File: src/rtl/imem_dmem_arbiter_if.sv
// -----------------------------------------------------------------------------
// imem_dmem_arbiter_if
// Signal bundle between the RV32IC core (fetch + MEM stage), the shared
// single-port synchronous RAM, and imem_dmem_arbiter.
//
// Signal summary:
//   if_req/if_addr        fetch request and halfword-aligned PC
//   if_rdata/if_ready     assembled instruction and its one-cycle done pulse
//   dm_req/dm_we/dm_be    data request, store select, store byte enables
//   dm_addr/dm_wdata      data byte address and store data
//   dm_rdata/dm_ready     load word (0 for stores) and one-cycle done pulse
//   mem_en/mem_we/mem_be  RAM strobe, write enable, byte enables
//   mem_addr/mem_wdata    RAM word-aligned byte address and write data
//   mem_rdata             RAM read data, valid the cycle after mem_en
//   pc_stall              fetch stall into the hazard unit
//
// Modports:
//   slave  - the arbiter side
//   master - core requesters plus RAM (testbench / surrounding logic)
// -----------------------------------------------------------------------------
interface imem_dmem_arbiter_if;
  logic        if_req;
  logic [31:0] if_addr;
  logic [31:0] if_rdata;
  logic        if_ready;

  logic        dm_req;
  logic        dm_we;
  logic [3:0]  dm_be;
  logic [31:0] dm_addr;
  logic [31:0] dm_wdata;
  logic [31:0] dm_rdata;
  logic        dm_ready;

  logic        mem_en;
  logic        mem_we;
  logic [3:0]  mem_be;
  logic [31:0] mem_addr;
  logic [31:0] mem_wdata;
  logic [31:0] mem_rdata;

  logic        pc_stall;

  modport slave (
    input  if_req, if_addr,
    input  dm_req, dm_we, dm_be, dm_addr, dm_wdata,
    input  mem_rdata,
    output if_rdata, if_ready,
    output dm_rdata, dm_ready,
    output mem_en, mem_we, mem_be, mem_addr, mem_wdata,
    output pc_stall
  );

  modport master (
    output if_req, if_addr,
    output dm_req, dm_we, dm_be, dm_addr, dm_wdata,
    output mem_rdata,
    input  if_rdata, if_ready,
    input  dm_rdata, dm_ready,
    input  mem_en, mem_we, mem_be, mem_addr, mem_wdata,
    input  pc_stall
  );
endinterface

File: src/rtl/imem_dmem_arbiter.sv
// -----------------------------------------------------------------------------
// imem_dmem_arbiter
// Shares one single-port synchronous RAM (1-cycle read latency, write commits
// on the issue edge) between the RV32IC fetch stage and the MEM stage.
// Data accesses win arbitration, except that after STARVE_LIMIT consecutive
// data grants with a fetch pending the fetch is forced through. Instructions
// at a halfword-aligned PC whose 32-bit encoding straddles a word boundary are
// assembled from two RAM reads.
//
// Ports:
//   clk     in   clock, all state on rising edge
//   reset   in   synchronous, active-high; abandons any transaction
//   io_bus  slave modport of imem_dmem_arbiter_if (fetch, data, RAM, stall)
//
// Parameters:
//   STARVE_LIMIT  consecutive data grants tolerated while fetch waits (1..15)
//
// State | meaning
//   S_IDLE     | arbitrate; issue the winning access this cycle
//   S_D_WAIT   | data read/write returning; dm_ready pulse
//   S_F_WAIT   | first fetch word returning; ready, or issue second word
//   S_F_WAIT2  | second fetch word returning; assemble and ready pulse
// -----------------------------------------------------------------------------
module imem_dmem_arbiter #(
  parameter int unsigned STARVE_LIMIT = 4
) (
  input  logic                 clk,
  input  logic                 reset,
  imem_dmem_arbiter_if.slave   io_bus
);

  localparam logic [3:0] LP_LIMIT = 4'(STARVE_LIMIT);

  typedef enum logic [1:0] {
    S_IDLE    = 2'd0,
    S_D_WAIT  = 2'd1,
    S_F_WAIT  = 2'd2,
    S_F_WAIT2 = 2'd3
  } state_t;

  state_t      r_state;
  state_t      w_state_nxt;
  logic [3:0]  r_starve_cnt;
  logic [3:0]  w_starve_nxt;
  logic [31:0] r_addr_q;
  logic [31:0] w_addr_nxt;
  logic [15:0] r_hold_q;
  logic [15:0] w_hold_nxt;

  logic        w_starved;
  logic        w_data_win;
  logic        w_fetch_win;
  logic        w_straddle;
  logic [31:0] w_fetch_base;

  logic        w_mem_en;
  logic        w_mem_we;
  logic [3:0]  w_mem_be;
  logic [31:0] w_mem_addr;
  logic [31:0] w_mem_wdata;
  logic [31:0] w_if_rdata;
  logic        w_if_ready;
  logic [31:0] w_dm_rdata;
  logic        w_dm_ready;

  // Fetch has waited long enough: it takes this arbitration over data.
  assign w_starved    = io_bus.if_req && (r_starve_cnt == LP_LIMIT);
  assign w_data_win   = io_bus.dm_req && !w_starved;
  assign w_fetch_win  = !w_data_win && io_bus.if_req;

  // Upper halfword of the first word is the low half of a 32-bit encoding
  // (opcode bits [1:0] == 2'b11) that continues into the next word.
  assign w_straddle   = (io_bus.mem_rdata[17:16] == 2'b11);
  assign w_fetch_base = {r_addr_q[31:2], 2'b00};

  always_ff @(posedge clk) begin
    if (reset) begin
      r_state      <= S_IDLE;
      r_starve_cnt <= 4'd0;
      r_addr_q     <= 32'd0;
      r_hold_q     <= 16'd0;
    end else begin
      r_state      <= w_state_nxt;
      r_starve_cnt <= w_starve_nxt;
      r_addr_q     <= w_addr_nxt;
      r_hold_q     <= w_hold_nxt;
    end
  end

  always_comb begin
    w_state_nxt  = r_state;
    w_starve_nxt = r_starve_cnt;
    w_addr_nxt   = r_addr_q;
    w_hold_nxt   = r_hold_q;
    w_mem_en     = 1'b0;
    w_mem_we     = 1'b0;
    w_mem_be     = 4'h0;
    w_mem_addr   = 32'd0;
    w_mem_wdata  = 32'd0;
    w_if_rdata   = 32'd0;
    w_if_ready   = 1'b0;
    w_dm_rdata   = 32'd0;
    w_dm_ready   = 1'b0;

    // Outputs stay at zero while reset is high so a store presented on the
    // reset edge never reaches the RAM.
    if (!reset) begin
      unique case (r_state)
        S_IDLE: begin
          if (w_data_win) begin
            w_mem_en    = 1'b1;
            w_mem_we    = io_bus.dm_we;
            w_mem_be    = io_bus.dm_we ? io_bus.dm_be : 4'hF;
            w_mem_addr  = {io_bus.dm_addr[31:2], 2'b00};
            w_mem_wdata = io_bus.dm_wdata;
            w_state_nxt = S_D_WAIT;
            if (io_bus.if_req && (r_starve_cnt < LP_LIMIT)) begin
              w_starve_nxt = r_starve_cnt + 4'd1;
            end
          end else if (w_fetch_win) begin
            w_mem_en     = 1'b1;
            w_mem_we     = 1'b0;
            w_mem_be     = 4'hF;
            w_mem_addr   = {io_bus.if_addr[31:2], 2'b00};
            w_addr_nxt   = io_bus.if_addr;
            w_starve_nxt = 4'd0;
            w_state_nxt  = S_F_WAIT;
          end
        end

        S_D_WAIT: begin
          w_dm_ready  = 1'b1;
          w_dm_rdata  = io_bus.dm_we ? 32'd0 : io_bus.mem_rdata;
          w_state_nxt = S_IDLE;
        end

        S_F_WAIT: begin
          if (!r_addr_q[1]) begin
            w_if_ready  = 1'b1;
            w_if_rdata  = io_bus.mem_rdata;
            w_state_nxt = S_IDLE;
          end else if (!w_straddle) begin
            w_if_ready  = 1'b1;
            w_if_rdata  = {16'h0000, io_bus.mem_rdata[31:16]};
            w_state_nxt = S_IDLE;
          end else begin
            // Keep the low half, read the next word; address wraps at 2^32.
            w_hold_nxt  = io_bus.mem_rdata[31:16];
            w_mem_en    = 1'b1;
            w_mem_we    = 1'b0;
            w_mem_be    = 4'hF;
            w_mem_addr  = w_fetch_base + 32'd4;
            w_state_nxt = S_F_WAIT2;
          end
        end

        S_F_WAIT2: begin
          w_if_ready  = 1'b1;
          w_if_rdata  = {io_bus.mem_rdata[15:0], r_hold_q};
          w_state_nxt = S_IDLE;
        end

        default: begin
          w_state_nxt = S_IDLE;
        end
      endcase
    end
  end

  assign io_bus.mem_en    = w_mem_en;
  assign io_bus.mem_we    = w_mem_we;
  assign io_bus.mem_be    = w_mem_be;
  assign io_bus.mem_addr  = w_mem_addr;
  assign io_bus.mem_wdata = w_mem_wdata;
  assign io_bus.if_rdata  = w_if_rdata;
  assign io_bus.if_ready  = w_if_ready;
  assign io_bus.dm_rdata  = w_dm_rdata;
  assign io_bus.dm_ready  = w_dm_ready;
  assign io_bus.pc_stall  = io_bus.if_req && !w_if_ready && !reset;

endmodule

File: src/flat_wrapper.sv
// flat-port wrapper written by rule: the top's interface ports become plain ports
module imem_dmem_arbiter_flat 
#(
  parameter int unsigned STARVE_LIMIT = 4
)
  (clk, reset, io_bus_if_req, io_bus_if_addr, io_bus_dm_req, io_bus_dm_we, io_bus_dm_be, io_bus_dm_addr, io_bus_dm_wdata, io_bus_mem_rdata, io_bus_if_rdata, io_bus_if_ready, io_bus_dm_rdata, io_bus_dm_ready, io_bus_mem_en, io_bus_mem_we, io_bus_mem_be, io_bus_mem_addr, io_bus_mem_wdata, io_bus_pc_stall);
  imem_dmem_arbiter_if io_bus_i ();
  input  logic clk;
  input  logic reset;
  input wire logic [$bits(io_bus_i.if_req)-1:0] io_bus_if_req;
  input wire logic [$bits(io_bus_i.if_addr)-1:0] io_bus_if_addr;
  input wire logic [$bits(io_bus_i.dm_req)-1:0] io_bus_dm_req;
  input wire logic [$bits(io_bus_i.dm_we)-1:0] io_bus_dm_we;
  input wire logic [$bits(io_bus_i.dm_be)-1:0] io_bus_dm_be;
  input wire logic [$bits(io_bus_i.dm_addr)-1:0] io_bus_dm_addr;
  input wire logic [$bits(io_bus_i.dm_wdata)-1:0] io_bus_dm_wdata;
  input wire logic [$bits(io_bus_i.mem_rdata)-1:0] io_bus_mem_rdata;
  output wire logic [$bits(io_bus_i.if_rdata)-1:0] io_bus_if_rdata;
  output wire logic [$bits(io_bus_i.if_ready)-1:0] io_bus_if_ready;
  output wire logic [$bits(io_bus_i.dm_rdata)-1:0] io_bus_dm_rdata;
  output wire logic [$bits(io_bus_i.dm_ready)-1:0] io_bus_dm_ready;
  output wire logic [$bits(io_bus_i.mem_en)-1:0] io_bus_mem_en;
  output wire logic [$bits(io_bus_i.mem_we)-1:0] io_bus_mem_we;
  output wire logic [$bits(io_bus_i.mem_be)-1:0] io_bus_mem_be;
  output wire logic [$bits(io_bus_i.mem_addr)-1:0] io_bus_mem_addr;
  output wire logic [$bits(io_bus_i.mem_wdata)-1:0] io_bus_mem_wdata;
  output wire logic [$bits(io_bus_i.pc_stall)-1:0] io_bus_pc_stall;
  assign io_bus_i.if_req = io_bus_if_req;
  assign io_bus_i.if_addr = io_bus_if_addr;
  assign io_bus_i.dm_req = io_bus_dm_req;
  assign io_bus_i.dm_we = io_bus_dm_we;
  assign io_bus_i.dm_be = io_bus_dm_be;
  assign io_bus_i.dm_addr = io_bus_dm_addr;
  assign io_bus_i.dm_wdata = io_bus_dm_wdata;
  assign io_bus_i.mem_rdata = io_bus_mem_rdata;
  assign io_bus_if_rdata = io_bus_i.if_rdata;
  assign io_bus_if_ready = io_bus_i.if_ready;
  assign io_bus_dm_rdata = io_bus_i.dm_rdata;
  assign io_bus_dm_ready = io_bus_i.dm_ready;
  assign io_bus_mem_en = io_bus_i.mem_en;
  assign io_bus_mem_we = io_bus_i.mem_we;
  assign io_bus_mem_be = io_bus_i.mem_be;
  assign io_bus_mem_addr = io_bus_i.mem_addr;
  assign io_bus_mem_wdata = io_bus_i.mem_wdata;
  assign io_bus_pc_stall = io_bus_i.pc_stall;
  imem_dmem_arbiter #(.STARVE_LIMIT(STARVE_LIMIT)) u_core (.clk(clk), .reset(reset), .io_bus(io_bus_i));
endmodule
File: config.mk
export PLATFORM = sky130hd
export DESIGN_NAME = imem_dmem_arbiter_flat
export DESIGN_NICKNAME = d
export VERILOG_FILES = /design/src/rtl/imem_dmem_arbiter_if.sv /design/src/rtl/imem_dmem_arbiter.sv /design/src/flat_wrapper.sv
export SDC_FILE = /design/constraint.sdc
export NUM_CORES = 1
export LEC_CHECK = 0
export CAP_MARGIN = 20
export CORE_AREA = 2 2 128 93
export CTS_BUF_LIST = sky130_fd_sc_hd__clkbuf_8
export DETAILED_ROUTE_END_ITERATION = 10
export DIE_AREA = 0 0 130 95
export GPL_TIMING_DRIVEN = 0
export PLACE_DENSITY = 0.85
export RECOVER_POWER = 100
export SYNTH_ARGS = -nofsm -noshare
export SYNTH_HDL_FRONTEND = slang
export SYNTH_SLANG_ARGS = --single-unit
File: constraint.sdc
create_clock -name clk -period 3 [get_ports clk]
set_input_delay 0.9 -clock clk [delete_from_list [all_inputs] [get_ports clk]]
set_output_delay 0.9 -clock clk [all_outputs]
set_load 0.05 [all_outputs]
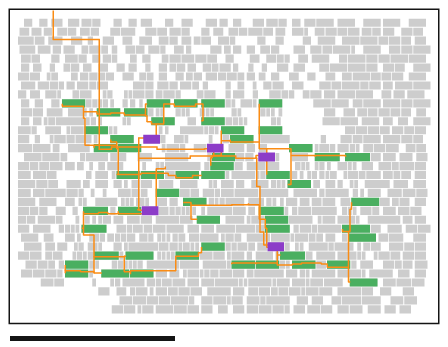
Fig. 1. Routed clock nets over the placement (run 1).
Scale bar: 50 um.
legend:
  purple:
    item: clock drivers
    count: 5
  green:
    item: flip-flops
    count: 53
  orange:
    item: clock wires
    length: 652 um
routed clock nets: 6
clk latency late pin: 310 ps
total clock network power: 520 uW

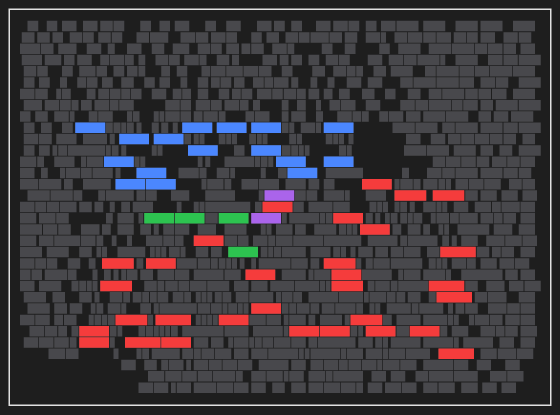
Fig. 2. Sequential cells coloured by netlist name (run 1).
Other cells in grey.
legend:
  green:
    signal: u_core.r_starve_cnt
    flops: 4
  purple:
    signal: u_core.r_state
    flops: 2
  blue:
    signal: u_core.r_hold_q
    flops: 16
  red:
    signal: u_core.r_addr_q
    flops: 31

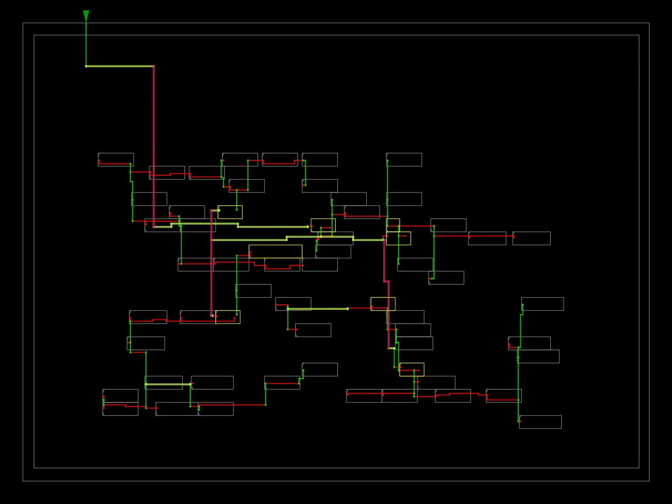
Fig. 3. Clock wiring as the flow saved it (run 1).
number of clock buffer instances in the layout: 6
Fin Clk Skew: 11.9 ps

-- run 1: Yosys cell counts (3+ instances only) --
| cell type | n | share of area, % |
|---|---|---|
| buf_4 | 3 | 0.54 |
| inv_1 | 5 | 0.45 |
| a222oi_1 | 16 | 3.9 |
| nand4_1 | 8 | 1.2 |
| o21a_1 | 12 | 2.2 |
| xor2_1 | 18 | 3.8 |
| a22oi_1 | 17 | 3.1 |
| and2_1 | 68 | 10 |
| nand2_1 | 109 | 9.8 |
| nor2_1 | 55 | 5.0 |
| nor3_1 | 4 | 0.48 |
| and3_1 | 31 | 4.7 |
| o22ai_1 | 20 | 3.0 |
| buf_2 | 14 | 1.7 |
| a21oi_1 | 77 | 9.3 |
| ha_1 | 3 | 0.90 |
| xnor2_1 | 10 | 2.1 |
| nor2b_1 | 3 | 0.45 |
| nor3b_1 | 3 | 0.54 |
| dfxtp_1 | 53 | 26 |
| nand3_1 | 25 | 3.0 |
| clkbuf_1 | 35 | 3.2 |
-- run 1: cells in the final DEF (no fill, tap or decap), types with 12 or more instances in the layout --
cell type / Yosys / routed
clkdlybuf4s50_1: 0 / 123
nand2_1: 109 / 101
and2_4: 0 / 63
buf_4: 3 / 56
buf_8: 0 / 50
a21oi_1: 77 / 48
dfxtp_1: 53 / 39
buf_6: 0 / 33
nor2_2: 1 / 27
nor2_1: 55 / 27
buf_2: 14 / 23
a21oi_2: 0 / 20
nand3_1: 25 / 19
and3_4: 0 / 18
clkbuf_4: 0 / 17
a22oi_1: 17 / 17
a222oi_1: 16 / 16
clkbuf_1: 35 / 13
o22ai_4: 0 / 13
xor2_1: 18 / 13
and3_1: 31 / 12
-- run 1: repair_timing --
| item | CTS | global route |
|---|---|---|
| setup buffers | 17 | 10 |
| pin swaps | 32 | 36 |
| resized | 956 | 136 |
| setup endpoints to repair | 134 | 99 |
| endpoints found under the hold margin | 0 | 0 |
| cloned | 6 | 4 |
-- run 1: flip-flops by register name (all words and copies together) (netlist names) --
| signal | flops |
|---|---|
| u_core.r_state | 2 |
| u_core.r_starve_cnt | 4 |
| u_core.r_addr_q | 31 |
| u_core.r_hold_q | 16 |
-- run 1: worst min-delay path, cell delays in order (launching register included) --
cell     delay (ps)
dfxtp_1         320
nand2_1          50
a21oi_1          50
-- run 1: per-stage QoR --
stage | TNS [ps] | std cells
final | -580 | 1082
after global routing | -2880 | 1082
after CTS | -397 | 1070
after detailed placement | -132310 | 1039
after global placement | -129800 | 1039
after floorplan | -6400 | 616
-- run 1: final cells by class --
class	instances	area [um^2]
timing repair buffer	302	3110
fill	750	2370
inverter	5	18.8
clock inverter	2	37.5
tap	157	196
sequential	53	1090
buffer	52	484
multi-input combinational	505	3890
clock buffer	6	82.6
-- run 1: power breakdown --
| part | switching, uW | internal, uW | total [uW] | leakage [uW] |
|---|---|---|---|---|
| clock network | 249 | 272 | 520 | 0.0000574 |
| logic | 570 | 502 | 1070 | 0.00306 |
| registers | 31.2 | 724 | 755 | 0.000438 |
-- run 1: metal layers --
layer	GRT usage (%)	vias up
met5	0	-
met4	13.1	0
met3	7.54	63
met2	49.7	369
met1	39.8	2822
li1	-	2761
==> flow_results.xml, run 1 <==
<?xml version="1.0" encoding="UTF-8"?>
<metrics>
  <group name="setup_path">
    <metric name="worstSetupEndpointType" unit="">output pin</metric>
    <metric name="timing_worst_setup_path_type" unit="">input pin to output pin</metric>
    <metric name="cp_top_family" unit="">buffers and inverters</metric>
    <metric name="crit_top_cell" unit="">buf_12</metric>
    <metric name="crit_path_start_kind" unit="">input pin</metric>
    <metric name="critical_path.reg2reg.endpoint" unit="">u_core.r_addr_q[31]$_SDFFE_PP0P_</metric>
    <metric name="timing.critical_path.cells" unit="">buf_12 &gt; nand4b_1 &gt; and2_4 &gt; buf_12 &gt; buf_16 &gt; nand2_4 &gt; a21oi_2 &gt; o21a_2 &gt; buf_8</metric>
    <metric name="cp.required" unit="ps">2100</metric>
    <metric name="cpMaxStageDelayCell" unit="">and2_4</metric>
    <metric name="startpoint" unit="">io_bus_if_req</metric>
    <metric name="crit_cells" unit="">9</metric>
  </group>
  <group name="grt">
    <metric name="grt_pass1_vias" unit="">5689</metric>
    <metric name="grt_antenna_before_repair" unit="">0</metric>
    <metric name="globalRouteTotalUtil" unit="%">31.0</metric>
  </group>
  <group name="run">
    <metric name="cap_violations" unit="">0</metric>
  </group>
  <group name="hold_path">
    <metric name="hold_start" unit="">u_core.r_hold_q[2]$_SDFFE_PP0P_</metric>
    <metric name="min_delay_worst_endpoint" unit="">u_core.r_hold_q[2]$_SDFFE_PP0P_</metric>
    <metric name="min-delay-path-class" unit="">flip-flop to flip-flop</metric>
  </group>
  <group name="synth">
    <metric name="synth-edff-count" unit="">0</metric>
    <metric name="synth-seq-area-share" unit="%">25.5</metric>
    <metric name="summed_standard_cell_area_reported_by_yosys" unit="mm^2">0.00416</metric>
    <metric name="syn_avg_cell_area" unit="um^2">6.76</metric>
    <metric name="ff_type" unit="">dfxtp_1</metric>
    <metric name="fa_ha_area_share" unit="%">0.903</metric>
    <metric name="synth.logic.top_family" unit="">simple AND/OR/NAND/NOR gates</metric>
    <metric name="yosysWarningCount" unit="">0</metric>
    <metric name="synth_flops" unit="">53</metric>
    <metric name="yosys-mux-area-fraction" unit="%">0.241</metric>
    <metric name="post_synth_inst_count" unit="">615</metric>
  </group>
  <group name="clock_network">
    <metric name="cts_tree" unit="">yes</metric>
    <metric name="hold_buf_cts" unit="">0</metric>
    <metric name="cts_root_buf" unit="">clkbuf_8</metric>
    <metric name="tritoncts.num_buffers" unit="">5</metric>
    <metric name="cts.clk_slew.worst_paths" unit="ps">90</metric>
    <metric name="clock_sinks" unit="">53</metric>
    <metric name="h-tree-depth" unit="">2</metric>
  </group>
  <group name="run_status">
    <metric name="failing_checks" unit="">setup timing</metric>
    <metric name="status" unit="">finished with violations</metric>
  </group>
  <group name="final_layout">
    <metric name="fin_util" unit="%">79.0</metric>
    <metric name="number_of_nets_at_the_end_of_the_flow" unit="">1064</metric>
    <metric name="fin_area" unit="mm^2">0.00891</metric>
    <metric name="diodes" unit="">0</metric>
    <metric name="post_route_cells_drive_above_1_share" unit="%">48.2</metric>
    <metric name="syn2layout_area_growth" unit="%">114</metric>
  </group>
  <group name="routing">
    <metric name="top_signal_layer_used" unit="">met4</metric>
    <metric name="postRouteAntennaNets" unit="">0</metric>
    <metric name="avgViaCountPerCell" unit="">5.56</metric>
    <metric name="drt_iter0_drc" unit="">572</metric>
    <metric name="wl_met2" unit="um">10000</metric>
    <metric name="route.final.wire_length" unit="um">21300</metric>
    <metric name="residual_drc" unit="">0</metric>
  </group>
  <group name="floorplan">
    <metric name="std_cell_rows" unit="">33</metric>
    <metric name="boundaryPins" unit="">274</metric>
    <metric name="core-area" unit="mm^2">0.0113</metric>
    <metric name="die_area" unit="mm^2">0.0124</metric>
    <metric name="fp.dieH" unit="um">95</metric>
  </group>
  <group name="final_timing">
    <metric name="whs" unit="ps">464</metric>
    <metric name="worst_slew_pin_slew" unit="ps">627</metric>
    <metric name="max_freq" unit="MHz">329</metric>
    <metric name="final.setup.worst_slack" unit="ps">-43.5</metric>
    <metric name="grt_setup_unrepaired" unit="">yes</metric>
    <metric name="setup_viol_count_final" unit="">52</metric>
    <metric name="finalCritPeriodShare" unit="%">101</metric>
  </group>
  <group name="pwr">
    <metric name="vdd_drop_max" unit="mV">0.197</metric>
    <metric name="p_leak" unit="uW">0.00356</metric>
    <metric name="design_power" unit="uW">2350</metric>
  </group>
  <group name="placed_design">
    <metric name="detailed_place_hpwl" unit="um">14200</metric>
    <metric name="routability_driven_placement_congestion_ratio" unit="">0.922</metric>
  </group>
</metrics>
Fig. 4: run 1, selected gate families
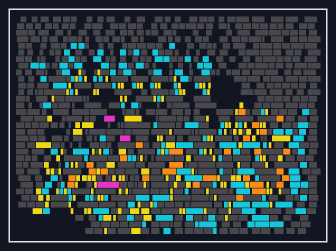

## Run 2: what changed since run 1
--- a/config.mk
+++ b/config.mk
@@ -6,12 +6,13 @@
 export NUM_CORES = 1
 export LEC_CHECK = 0
 export CAP_MARGIN = 20
-export CORE_AREA = 2 2 128 93
+export CORE_AREA = 2 2 125 91
 export CTS_BUF_LIST = sky130_fd_sc_hd__clkbuf_8
 export DETAILED_ROUTE_END_ITERATION = 10
-export DIE_AREA = 0 0 130 95
+export DIE_AREA = 0 0 127 93
 export GPL_TIMING_DRIVEN = 0
-export PLACE_DENSITY = 0.85
+export MAX_ROUTING_LAYER = met4
+export PLACE_DENSITY = 0.89
 export RECOVER_POWER = 100
 export SYNTH_ARGS = -nofsm -noshare
 export SYNTH_HDL_FRONTEND = slang
==> constraint.sdc (replaced) <==
create_clock -name clk -period 3.7 [get_ports clk]
set_input_delay 1.11 -clock clk [delete_from_list [all_inputs] [get_ports clk]]
set_output_delay 1.11 -clock clk [all_outputs]
set_load 0.05 [all_outputs]
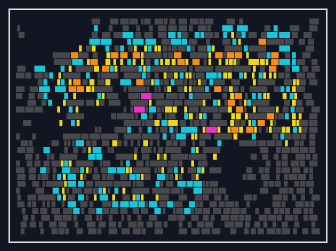
Fig. 5. Selected gate families (run 2).
legend:
  cyan:
    family: aoi and oai cells
    cells: 136
    where: spread over the die
  magenta:
    family: fa/ha/maj cells
    cells: 3
  orange:
    family: xor and xnor cells
    cells: 28
  yellow:
    family: nand cells
    cells: 147

==> run 2 against run 1 <==
Effect of this change:
- the run now ends clean
- combinational power shrank 39%
- sequential power decreased by 19%
- non-clock buffer count down 35
- first-iteration DRC count is 17% higher
- core utilization shrank 13 points
- register-to-register slack better by 840 ps
- critical path depth decreased by 5
- via count decreased by 5.2%
- cell area is 22% lower
- critical endpoint is now io_bus_dm_rdata[0]
- largest cell class unchanged
- largest power group unchanged
- highest routed layer unchanged
==> flow_results.xml, run 2 <==
<?xml version="1.0" encoding="UTF-8"?>
<metrics>
  <group name="final_timing">
    <metric name="grt_setup_unrepaired" unit="">no</metric>
    <metric name="setup_viol_count_final" unit="">0</metric>
    <metric name="max_freq" unit="MHz">275</metric>
    <metric name="worst_slew_pin_slew" unit="ps">616</metric>
  </group>
  <group name="final_layout">
    <metric name="largest_register_ffs" unit="">31</metric>
    <metric name="number_of_nets_at_the_end_of_the_flow" unit="">1028</metric>
    <metric name="num-fill-cells" unit="">976</metric>
    <metric name="largest-register" unit="">u_core.r_addr_q</metric>
    <metric name="layout_top_cell_excl_fill_tap" unit="">clkdlybuf4s50_1</metric>
    <metric name="syn2layout_area_growth" unit="%">68.0</metric>
    <metric name="post_route_cells_drive_above_1_share" unit="%">25.1</metric>
    <metric name="largestRegisters" unit="">u_core.r_addr_q (31), u_core.r_hold_q (16), u_core.r_starve_cnt (4)</metric>
    <metric name="final_cell_mix" unit="">clkdlybuf4s50_1 (127), nand2_1 (108), a21oi_1 (74)</metric>
  </group>
  <group name="setup_path">
    <metric name="timing.critical_path.cells" unit="">clkdlybuf4s50_1 &gt; nor2b_4 &gt; and2_1 &gt; clkdlybuf4s15_1</metric>
    <metric name="worstSetupEndpointType" unit="">output pin</metric>
    <metric name="crit_path_start_kind" unit="">input pin</metric>
    <metric name="timing_worst_setup_path_type" unit="">input pin to output pin</metric>
    <metric name="cpMaxStageDelayCell" unit="">clkdlybuf4s15_1</metric>
    <metric name="critical_path.reg2reg.endpoint" unit="">u_core.r_addr_q[25]$_SDFFE_PP0P_</metric>
  </group>
  <group name="synth">
    <metric name="synth_flops" unit="">53</metric>
    <metric name="syn_avg_cell_area" unit="um^2">6.76</metric>
    <metric name="top_cell" unit="">nand2_1</metric>
    <metric name="top_cell_area_share" unit="%">25.5</metric>
    <metric name="yosysWarningCount" unit="">0</metric>
    <metric name="fa_ha_area_share" unit="%">0.903</metric>
    <metric name="synth-edff-count" unit="">0</metric>
    <metric name="synth-seq-area-share" unit="%">25.5</metric>
  </group>
  <group name="clock_network">
    <metric name="h-tree-depth" unit="">2</metric>
    <metric name="cts.clk_slew.worst_paths" unit="ps">100</metric>
    <metric name="cts_root_buf" unit="">clkbuf_8</metric>
    <metric name="tritoncts.num_buffers" unit="">5</metric>
  </group>
  <group name="run">
    <metric name="cap_violations" unit="">0</metric>
  </group>
  <group name="hold_path">
    <metric name="hold_start" unit="">u_core.r_hold_q[10]$_SDFFE_PP0P_</metric>
    <metric name="min-delay-path-class" unit="">flip-flop to flip-flop</metric>
  </group>
  <group name="floorplan">
    <metric name="std_cell_rows" unit="">32</metric>
    <metric name="fp.dieH" unit="um">93</metric>
    <metric name="core-area" unit="mm^2">0.0107</metric>
  </group>
  <group name="pwr">
    <metric name="design_power" unit="uW">1610</metric>
  </group>
  <group name="run_status">
    <metric name="status" unit="">finished, final reports clean</metric>
  </group>
  <group name="grt">
    <metric name="grt_antenna_before_repair" unit="">1</metric>
    <metric name="globalRouteTotalUtil" unit="%">31.5</metric>
    <metric name="grt_pass1_vias" unit="">5199</metric>
  </group>
  <group name="placed_design">
    <metric name="detailed_place_hpwl" unit="um">14800</metric>
  </group>
  <group name="routing">
    <metric name="route.final.wire_length" unit="um">18700</metric>
    <metric name="avgViaCountPerCell" unit="">5.56</metric>
  </group>
</metrics>
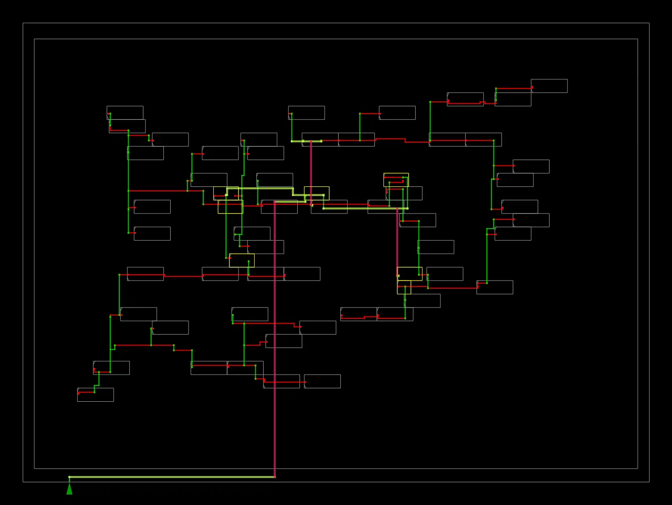
Fig. 6. Clock wiring as the flow saved it (run 2).
TritonCTS sink count: 53
flip-flops: 53

[run 2: timing repair]
| action | CTS | global route |
|---|---|---|
| setup endpoints to repair | 134 | 105 |
| resized | 586 | 65 |
| buffers inserted | 0 | 0 |
| pin swaps | 1 | 1 |
[run 2: power breakdown]
part | leakage, uW | total [uW] | switching (uW) | internal (uW)
Sequential | 0.000430 | 609 | 20.5 | 588
Clock | 0.0000433 | 348 | 200 | 149
Combinational | 0.00244 | 651 | 389 | 263
[run 2: final cells by class]
type                    count  area, um^2  share of cell area [%]
multi-input cells         504        3100                    44.4
repair buffers            266        2250                    32.3
flip-flops and latches     53        1060                    15.2
plain buffers              53         289                    4.14
well taps                 136         170                    2.44
clock buffers               6        82.6                    1.18
inverters                   5        18.8                   0.269
clock inverters             1        7.51                   0.108
diodes                      1        2.50                  0.0359
[run 2: critical path: cells and delay by family]
family                 cells  cell delay [ps]
and+or+nand+nor            2              400
buffers and inverters      2             1010
[run 2: routing by layer]
| metal | up-vias | GRT usage, % | share of wire, % |
|---|---|---|---|
| li1 | 2687 | - | - |
| met1 | 2659 | 43.0 | 43 |
| met2 | 324 | 49.6 | 45 |
| met3 | 32 | 4.63 | 9.7 |
| met4 | 0 | 7.23 | 2.0 |
| met5 | - | - | 0 |
[run 2: cell families (layout without fill, tap and decap cells)]
kind of cell	Yosys count	count (layout)
fa+ha+maj	3	3
other cells	1	3
buf+inv	59	331
simple gates	321	321
compound gates	149	149
mux	1	1
flops	53	53
xor+xnor	28	28
[run 2: through the flow]
| step | hold WS, ps | setup TNS [ps] | cells | instance area (um^2) |
|---|---|---|---|---|
| global route | 475 | 0 | 1025 | 6980 |
| floorplan | 436 | -549 | 616 | 4370 |
| finish | 464 | 0 | 1025 | 6980 |
| detailed placement | 450 | -93600 | 1018 | 7200 |
| global placement | 446 | -91880 | 1018 | 7200 |
| CTS | 464 | -27.1 | 1024 | 7150 |
[run 2: how the worst max path moves through the flow]
stage               slack, ps             endpoint            startpoint
floorplan                -150  io_bus_mem_addr[20]                 reset
CTS                        -6   io_bus_dm_rdata[7]                 reset
detailed placement      -1040  io_bus_mem_addr[28]  io_bus_mem_rdata[16]
finish                     60   io_bus_dm_rdata[0]          io_bus_dm_we
global route                2  io_bus_mem_wdata[7]                 reset
global placement        -1030  io_bus_mem_addr[28]  io_bus_mem_rdata[17]
Fig. 7: run 2, routed clock nets over the placement
Scale bar: 50 um.
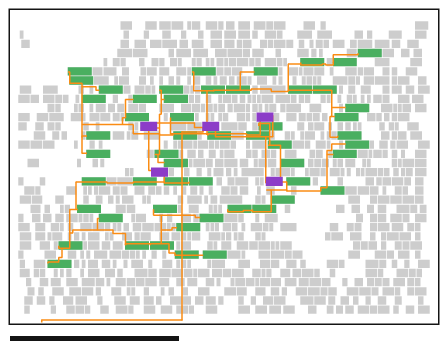

## Run 3: what changed since run 2
--- a/config.mk
+++ b/config.mk
@@ -17,3 +17,4 @@
 export SYNTH_ARGS = -nofsm -noshare
 export SYNTH_HDL_FRONTEND = slang
 export SYNTH_SLANG_ARGS = --single-unit
+export TNS_END_PERCENT = 5
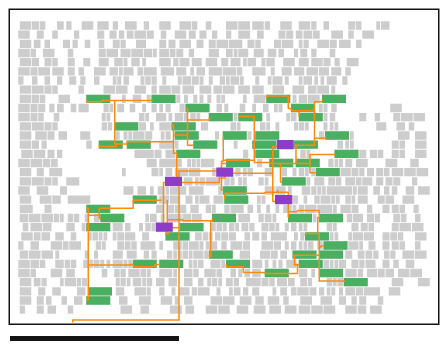
Fig. 8. Routed clock nets over the placement (run 3).
Scale bar: 50 um.
legend:
  green:
    item: flip-flops
    count: 53
  purple:
    item: clock drivers
    count: 5
  orange:
    item: clock wires
    length: 633 um
routed clock nets: 6

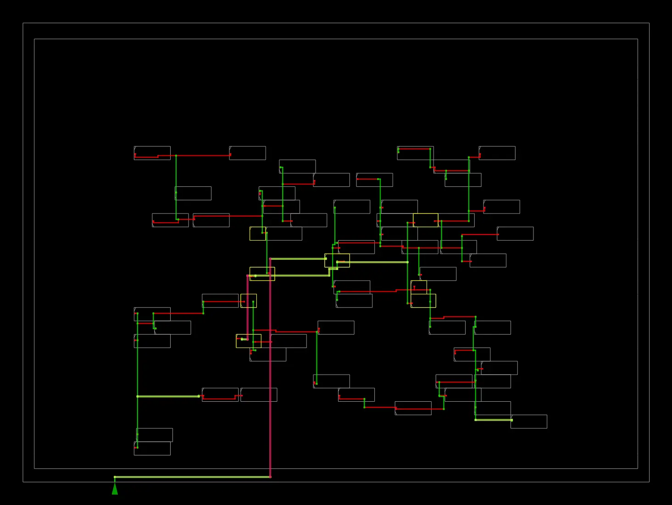
Fig. 9. Clock wiring as the flow saved it (run 3).
number of clock buffer instances in the layout: 5
total clock network power: 348 uW
number of buffers added by the clock tree synthesis step: 5
Fin Clk Skew: 5.57 ps

==> run 3 against run 2 <==
Effect of this change:
- the run now ends with setup timing left
- sequential share of layout area grew 0.54 points
- synthesized cell count is the same
- sequential power about the same
==> flow_results.xml, run 3 <==
<?xml version="1.0" encoding="UTF-8"?>
<metrics>
  <group name="run_status">
    <metric name="status" unit="">finished with violations</metric>
    <metric name="failing_checks" unit="">setup timing</metric>
  </group>
  <group name="final_timing">
    <metric name="grt_setup_unrepaired" unit="">yes</metric>
    <metric name="max_freq" unit="MHz">268</metric>
    <metric name="finalCritPeriodShare" unit="%">101</metric>
    <metric name="fin_setup_tns" unit="ps">-44.3</metric>
    <metric name="final.setup.worst_slack" unit="ps">-24.8</metric>
    <metric name="setup_viol_count_final" unit="">2</metric>
    <metric name="worst_slew_pin_slew" unit="ps">548</metric>
  </group>
  <group name="final_layout">
    <metric name="layout_top_cell_excl_fill_tap" unit="">clkdlybuf4s50_1</metric>
    <metric name="largestRegisters" unit="">u_core.r_addr_q (31), u_core.r_hold_q (16), u_core.r_starve_cnt (4)</metric>
    <metric name="number_of_nets_at_the_end_of_the_flow" unit="">1028</metric>
    <metric name="largest-register" unit="">u_core.r_addr_q</metric>
    <metric name="syn2layout_area_growth" unit="%">62.1</metric>
    <metric name="final_cell_mix" unit="">clkdlybuf4s50_1 (129), nand2_1 (109), buf_2 (80)</metric>
    <metric name="post_route_cells_drive_above_1_share" unit="%">19.0</metric>
    <metric name="largest_register_ffs" unit="">31</metric>
  </group>
  <group name="synth">
    <metric name="synth-seq-area-share" unit="%">25.5</metric>
    <metric name="top_cell" unit="">nand2_1</metric>
    <metric name="top_cell_area_share" unit="%">25.5</metric>
    <metric name="synth_flops" unit="">53</metric>
    <metric name="post_synth_inst_count" unit="">615</metric>
    <metric name="yosysWarningCount" unit="">0</metric>
    <metric name="synth-edff-count" unit="">0</metric>
    <metric name="synthDominantAreaCellType" unit="">dfxtp_1</metric>
    <metric name="syn_avg_cell_area" unit="um^2">6.76</metric>
  </group>
  <group name="placed_design">
    <metric name="routability_driven_placement_congestion_ratio" unit="">0.958</metric>
    <metric name="detailed_place_hpwl" unit="um">14000</metric>
  </group>
  <group name="hold_path">
    <metric name="hold_start" unit="">u_core.r_hold_q[9]$_SDFFE_PP0P_</metric>
    <metric name="min-delay-path-class" unit="">flip-flop to flip-flop</metric>
    <metric name="worst_hold_path.num_cells" unit="">2</metric>
  </group>
  <group name="clock_network">
    <metric name="cts.clk_slew.worst_paths" unit="ps">100</metric>
    <metric name="h-tree-depth" unit="">2</metric>
    <metric name="clock_sinks" unit="">53</metric>
    <metric name="cts_root_buf" unit="">clkbuf_8</metric>
  </group>
  <group name="grt">
    <metric name="global_route_wire_length_before_repair" unit="um">27100</metric>
    <metric name="grt_pass1_vias" unit="">5209</metric>
    <metric name="grt_antenna_before_repair" unit="">1</metric>
    <metric name="overflow" unit="">0</metric>
    <metric name="globalRouteTotalUtil" unit="%">29.2</metric>
  </group>
  <group name="routing">
    <metric name="avgViaCountPerCell" unit="">5.45</metric>
    <metric name="route.vias.total" unit="">5587</metric>
    <metric name="route.final.wire_length" unit="um">17600</metric>
  </group>
  <group name="setup_path">
    <metric name="timing_worst_setup_path_type" unit="">input pin to output pin</metric>
    <metric name="timing.critical_path.cells" unit="">clkbuf_2 &gt; and3_1 &gt; and2_1 &gt; clkbuf_1 &gt; nand2_1 &gt; a21boi_1 &gt; buf_2</metric>
    <metric name="critical_path.reg2reg.endpoint" unit="">u_core.r_hold_q[4]$_SDFFE_PP0P_</metric>
    <metric name="worstSetupEndpointType" unit="">output pin</metric>
    <metric name="crit_path_start_kind" unit="">input pin</metric>
    <metric name="cpMaxStageDelayCell" unit="">clkbuf_1</metric>
    <metric name="timing.critical_path.slowest_cell_delay" unit="ps">370</metric>
  </group>
  <group name="floorplan">
    <metric name="core-area" unit="mm^2">0.0107</metric>
    <metric name="fp.dieH" unit="um">93</metric>
    <metric name="floorplan.initialDensity" unit="%">39.0</metric>
    <metric name="std_cell_rows" unit="">32</metric>
    <metric name="die_w" unit="um">127</metric>
  </group>
  <group name="pwr">
    <metric name="pwr_density_cell" unit="mW/mm^2">235</metric>
    <metric name="vdd_drop_max" unit="mV">0.142</metric>
  </group>
  <group name="run">
    <metric name="cap_violations" unit="">0</metric>
  </group>
</metrics>
## run 3: area by class of cell
| class | instances | area [um^2] |
|---|---|---|
| Fill cell | 1004 | 3910 |
| Antenna cell | 1 | 2.50 |
| Timing Repair Buffer | 266 | 2190 |
| Inverter | 5 | 18.8 |
| Tap cell | 136 | 170 |
| Clock buffer | 5 | 68.8 |
| Clock inverter | 3 | 26.3 |
| Buffer | 53 | 277 |
| Multi-Input combinational cell | 504 | 2920 |
| Sequential cell | 53 | 1060 |
## run 3: metrics by stage
stage / total power (uW) / setup slack [ps] / hold WS [ps] / cells / instance area, um^2
floorplan: 961 / -234 / 436 / 616 / 4180
global placement: 1260 / -1100 / 445 / 1018 / 7010
detailed placement: 1270 / -1110 / 451 / 1018 / 7010
CTS: 1580 / -22.9 / 466 / 1025 / 6830
global route: 1640 / -72.8 / 485 / 1026 / 6740
finish: 1580 / -24.8 / 465 / 1026 / 6740
## run 3: power by group
part | switching, uW | internal [uW]
registers | 21.1 | 588
logic | 374 | 251
clock network | 210 | 139
total | 605 | 977
## run 3: timing repair
item	CTS	global route
endpoints found under the hold margin	0	0
pin swaps	1	1
cloned	0	0
hold buffers	0	0
buffers inserted	0	0
gates resized	568	60
endpoints found under the setup margin	134	111
## run 3: kinds of logic (layout without fill, tap and decap cells)
family          Yosys count  in the layout  synth area share (%)
mux                       1              1                 0.241
xor+xnor                 28             28                  5.90
other cells               1              3                0.0902
fa+ha+maj                 3              3                 0.903
buf+inv                  59            332                  6.05
flops                    53             53                  25.5
compound gates          149            149                  22.7
simple gates            321            321                  38.5
## run 3: how the worst max path moves through the flow
stage                                     from             endpoint  cells after the start
final                     io_bus_mem_rdata[16]   io_bus_mem_addr[3]                      7
after global routing              io_bus_dm_we  io_bus_dm_rdata[12]                      5
after CTS                         io_bus_dm_we  io_bus_dm_rdata[23]                      5
after detailed placement         io_bus_dm_req  io_bus_mem_addr[21]                      7
after global placement           io_bus_dm_req  io_bus_mem_addr[25]                      7
after floorplan                  io_bus_if_req  io_bus_mem_addr[17]                      7
## run 3: layer usage
layer | vias up | routed length [um] | track usage (%)
met5 | - | 0 | -
met4 | 0 | 218 | 5.77
met3 | 18 | 1680 | 4.35
met2 | 314 | 8270 | 46.8
met1 | 2567 | 7420 | 39.6
li1 | 2688 | - | -
## run 3: worst max-delay path: cells and delay by family
kind	cells	cell delay (ps)
AND-OR/OR-AND	1	150
buffers and inverters	3	830
AND/OR/NAND/NOR	3	520

==> gallery <==
Cells coloured by class.
picture 1
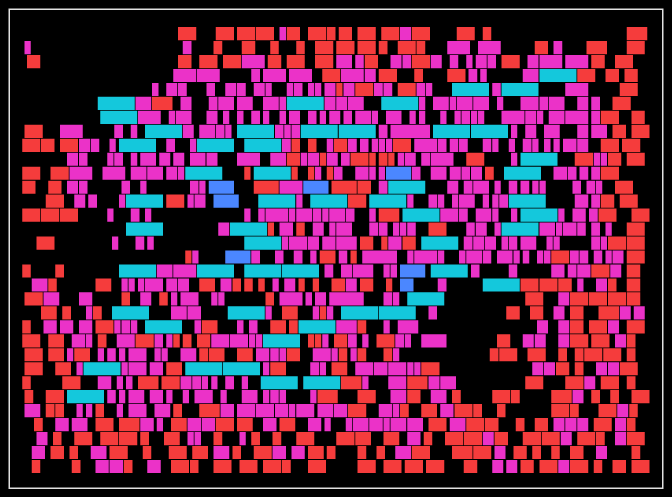
picture 2
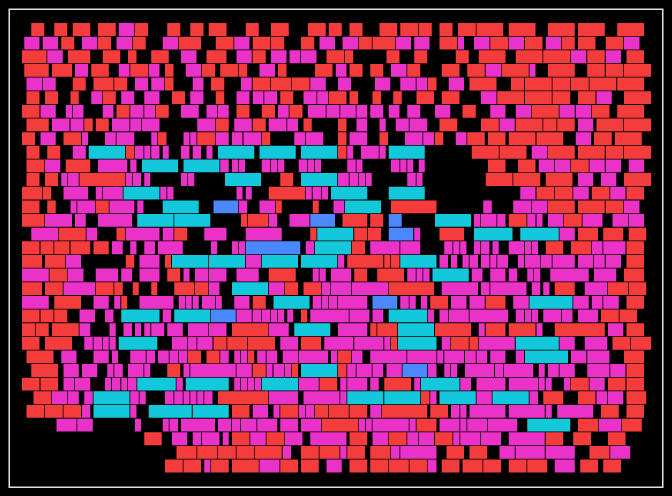
picture 3
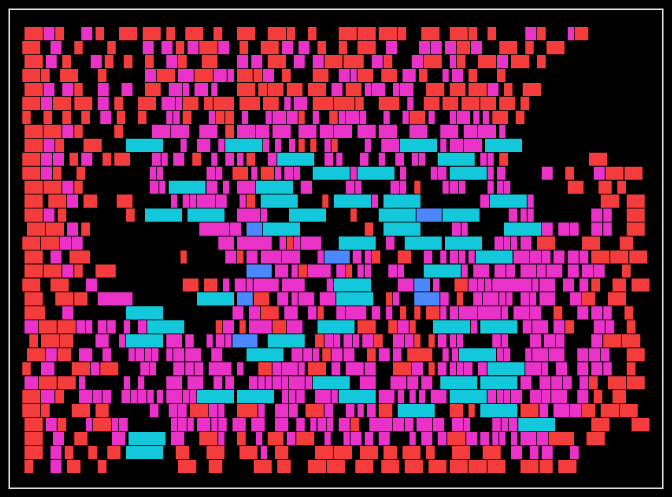
Of these, highest utilization: picture 2
picture 3: run 3
picture 1: run 2
picture 2: run 1

Key to picture 3:
legend:
  magenta:
    class: combinational and other logic
    cells: 509
  red:
    class: remaining buffers and delay cells
    cells: 319
  cyan:
    class: sequential cells
    cells: 53
  blue:
    class: clock drivers and dummy loads
    cells: 8

Power is estimated from default activity; no workload was simulated.
